Fig. 1: cell classes on the final placement
Bar = 20 µm.
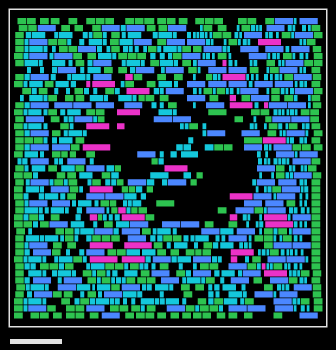
Fig. 2: sequential cells grouped by signal name
Bar = 20 µm.
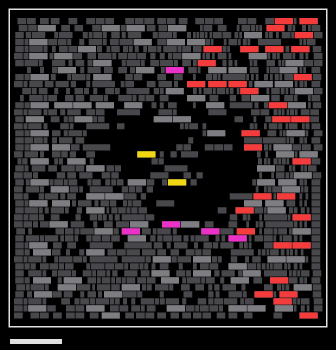
Fig. 3: clock network drawn from the DEF
Bar = 20 µm.
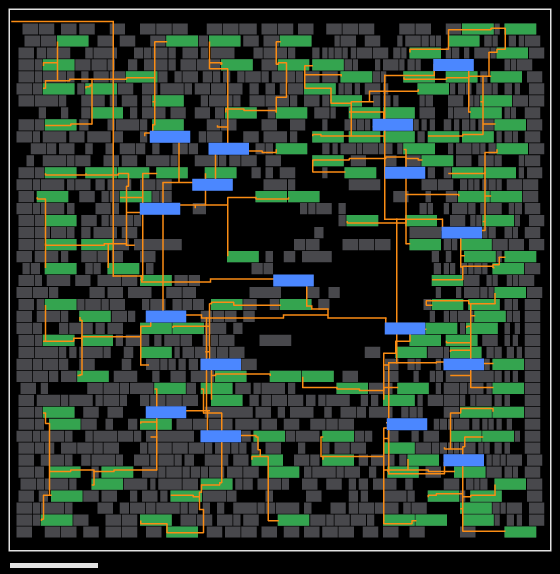
Fig. 4: gate families picked out
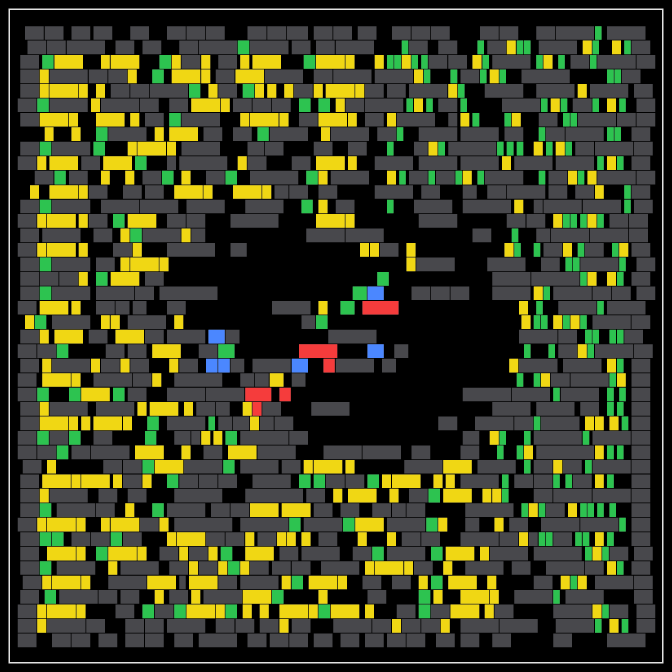
[src/rtl/alu_rr_arbiter.sv]
// Round-robin front end that shares one combinational ALU between two requesters.
// Optional ALU_OPCHK_EN: opcodes above MAX_OP skip the ALU, return 0 and set sticky OpErr.
module alu_rr_arbiter #(
    parameter int DATA_W = 32,
    parameter int OP_W   = 5,
    parameter int MAX_OP = 9
) (
    input  logic              Clk,
    input  logic              Reset,
    input  logic              Req0Valid,
    output logic              Req0Ready,
    input  logic [OP_W-1:0]   Req0Op,
    input  logic [DATA_W-1:0] Req0A,
    input  logic [DATA_W-1:0] Req0B,
    output logic              Resp0Valid,
    input  logic              Resp0Ready,
    output logic [DATA_W-1:0] Resp0Result,
    input  logic              Req1Valid,
    output logic              Req1Ready,
    input  logic [OP_W-1:0]   Req1Op,
    input  logic [DATA_W-1:0] Req1A,
    input  logic [DATA_W-1:0] Req1B,
    output logic              Resp1Valid,
    input  logic              Resp1Ready,
    output logic [DATA_W-1:0] Resp1Result,
    output logic [OP_W-1:0]   AluOp,
    output logic [DATA_W-1:0] AluA,
    output logic [DATA_W-1:0] AluB,
    input  logic [DATA_W-1:0] AluResult,
    output logic              OpErr
);

`ifdef ALU_OPCHK_EN
    localparam bit OPCHK = 1'b1;
`else
    localparam bit OPCHK = 1'b0;
`endif
    localparam logic [OP_W-1:0] MAX_OP_V = OP_W'(MAX_OP);

    typedef enum logic [1:0] {IDLE, EXEC, RESP} state_t;

    state_t            state;
    logic              prio;
    logic              owner;
    logic              gnt0, gnt1, acc, acc_id, illegal, resp_done;
    logic [OP_W-1:0]   acc_op;
    logic [DATA_W-1:0] acc_a, acc_b;

    // Prio names the requester that wins a tie; a lone requester never waits.
    always_comb begin
        gnt0      = Req0Valid && (!Req1Valid || !prio);
        gnt1      = Req1Valid && (!Req0Valid || prio);
        Req0Ready = (state == IDLE) && gnt0;
        Req1Ready = (state == IDLE) && gnt1;
        acc       = Req0Ready || Req1Ready;
        acc_id    = Req1Ready;
        acc_op    = acc_id ? Req1Op : Req0Op;
        acc_a     = acc_id ? Req1A  : Req0A;
        acc_b     = acc_id ? Req1B  : Req0B;
        illegal   = OPCHK && (acc_op > MAX_OP_V);
        resp_done = owner ? Resp1Ready : Resp0Ready;
    end

    always_ff @(posedge Clk) begin
        if (Reset) begin
            state       <= IDLE;
            prio        <= 1'b0;
            owner       <= 1'b0;
            AluOp       <= '0;
            AluA        <= '0;
            AluB        <= '0;
            Resp0Result <= '0;
            Resp1Result <= '0;
            Resp0Valid  <= 1'b0;
            Resp1Valid  <= 1'b0;
            OpErr       <= 1'b0;
        end else begin
            case (state)
                IDLE: if (acc) begin
                    owner <= acc_id;
                    prio  <= !acc_id;
                    if (illegal) begin
                        // Illegal ops bypass the ALU and leave its operand registers untouched.
                        OpErr <= 1'b1;
                        state <= RESP;
                        if (acc_id) begin
                            Resp1Result <= '0;
                            Resp1Valid  <= 1'b1;
                        end else begin
                            Resp0Result <= '0;
                            Resp0Valid  <= 1'b1;
                        end
                    end else begin
                        AluOp <= acc_op;
                        AluA  <= acc_a;
                        AluB  <= acc_b;
                        state <= EXEC;
                    end
                end
                EXEC: begin
                    state <= RESP;
                    if (owner) begin
                        Resp1Result <= AluResult;
                        Resp1Valid  <= 1'b1;
                    end else begin
                        Resp0Result <= AluResult;
                        Resp0Valid  <= 1'b1;
                    end
                end
                RESP: if (resp_done) begin
                    state      <= IDLE;
                    Resp0Valid <= 1'b0;
                    Resp1Valid <= 1'b0;
                end
                default: state <= IDLE;
            endcase
        end
    end

endmodule
[config.mk]
export PLATFORM = sky130hd
export DESIGN_NAME = alu_rr_arbiter
export DESIGN_NICKNAME = d
export VERILOG_FILES = /design/src/rtl/alu_rr_arbiter.sv
export SDC_FILE = /design/constraint.sdc
export NUM_CORES = 1
export LEC_CHECK = 0
export CORE_UTILIZATION = 44
export DETAILED_ROUTE_END_ITERATION = 12
export PLACE_DENSITY = 0.86
export SLEW_MARGIN = 20
export SYNTH_ARGS = -nofsm -noshare
export SYNTH_HDL_FRONTEND = slang
export SYNTH_SLANG_ARGS = --single-unit
[constraint.sdc]
create_clock -name Clk -period 2.9 [get_ports Clk]
set_input_delay 0.58 -clock Clk [delete_from_list [all_inputs] [get_ports Clk]]
set_output_delay 0.58 -clock Clk [all_outputs]
set_load 0.01 [all_outputs]
==> flow_summary_export.csv <==
group,metric,value,unit
finish,area.growth.synth_to_final,58.15,%
finish,clk_share,6.165,%
logic_synthesis,ys_ff,139,
pwr,swShare,28.56,%
sta,relSlewSlack,40.48,%
setup_path,r2r_slack,900,ps
pwr,switchingPower,1716,µW
logic_synthesis,area_leaders,"dfxtp_1 43%, a311oi_2 16%, a21oi_1 11%, nand2_1 7.6%, nand4_1 6.7%",
logic_synthesis,simple_gate_share,16.45,%
logic_synthesis,postSynth.asyncResetShare,0,%
floorplan,die-height,122.6,µm
cts,cts.sinks,139,
place,dp_slack,333.6,ps
sta,period_used_share,91.59,%
setup_path,cp_top_family,"simple AND/OR/NAND/NOR gates",
setup_path,cp_slowest_cell,"clkdlybuf4s50_1",
pwr,powerDensity,593.2,nW/µm²
routing,drtIter0Drc,552,
logic_synthesis,top_area_share,43.45,%
finish,fin_nets,1163,
logic_synthesis,top_area_cell,"dfxtp_1",
logic_synthesis,ff_type,"dfxtp_1",
place,post_dp_cell_area,9500,µm²
routing,drc,0,
cts,h-tree-depth,4,
setup_path,cp.required,2320,ps
floorplan,die_w,122.6,µm
cts,clk_path_buf_depth,2,
sta,fin_tns_setup,0,ps
sta,layout_setup_ws,244.0,ps
pwr,pwr-share-clk,38.1,%
finish,num-multi-input-gates,496,
global_routing,grt_usage,28.43,%
logic_synthesis,ys_area,6404,µm²
logic_synthesis,yosys_warnings,0,
logic_synthesis,ys_seq_share,43.45,%
setup_path,worstReg2RegStart,"state[1]",
run_status,status,"complete, no violations",
setup_path,critPathKind,"reg2out",
min_path,min_from,"Resp0Result[0]",
flow_run,max_cap_viol_count,0,
sta,fin_crit,2656,ps
floorplan,fp_util,45.60,%
min_path,hold_class,"reg2reg",
## Picture notes: Fig. 1
legend:
  magenta:
    class: clock drivers and dummy loads
    cells: 32
    share_of_their_area: 6.3%
  green:
    class: remaining buffers and delay cells
    cells: 333
    share_of_their_area: 33%
  cyan:
    class: combinational and other logic
    cells: 496
    share_of_their_area: 32%
  blue:
    class: sequential cells
    cells: 139
    share_of_their_area: 28%
Site Rows: 43
utilization after layout: 72.12%
core region area: 14040 µm²
Seq area share: 27.48%

## Picture notes: Fig. 2
legend:
  yellow:
    signal: state
    sequential_cells: 2
  red:
    signal: Resp0Result
    sequential_cells: 32
  magenta:
    signal: AluOp
    sequential_cells: 5
not colored: 100

## Picture notes: Fig. 3
legend:
  orange:
    item: clock wires
    length: 1750 µm
  green:
    item: flip-flops
    count: 139
  blue:
    item: clock drivers
    count: 17
routed clock nets: 18

## Picture notes: Fig. 4
legend:
  red:
    family: nor cells
    cells: 6
    where: center
  blue:
    family: and/or cells
    cells: 6
  green:
    family: nand cells
    cells: 203
    where: spread over the die
  yellow:
    family: aoi and oai cells
    cells: 278
    where: spread over the die

state kept, by name, indices dropped and copies added, names as in the netlist:
register	cells
Resp1Valid	1
Resp0Result	32
Resp1Result	32
AluB	32
state	2
owner	1
prio	1
AluOp	5
Resp0Valid	1
AluA	32
power groups by stage:
stage          logic [µW]  registers, µW  clock network, µW
3_5_place_dp         1530           2220                  0
5_1_grt              1640           2200               2410
4_1_cts              1530           2180               2320
6_report             1530           2180               2290
2_1_floorplan         740           2290                  0
3_3_place_gp         1510           2210                  0
metal layers:
metal / track usage (%) / wire length, µm
met5: 0 / 0
met4: 12.50 / 552
met3: 10.87 / 2167
met2: 48.95 / 10910
met1: 30.86 / 8156
Power is estimated from default activity; no workload was simulated.
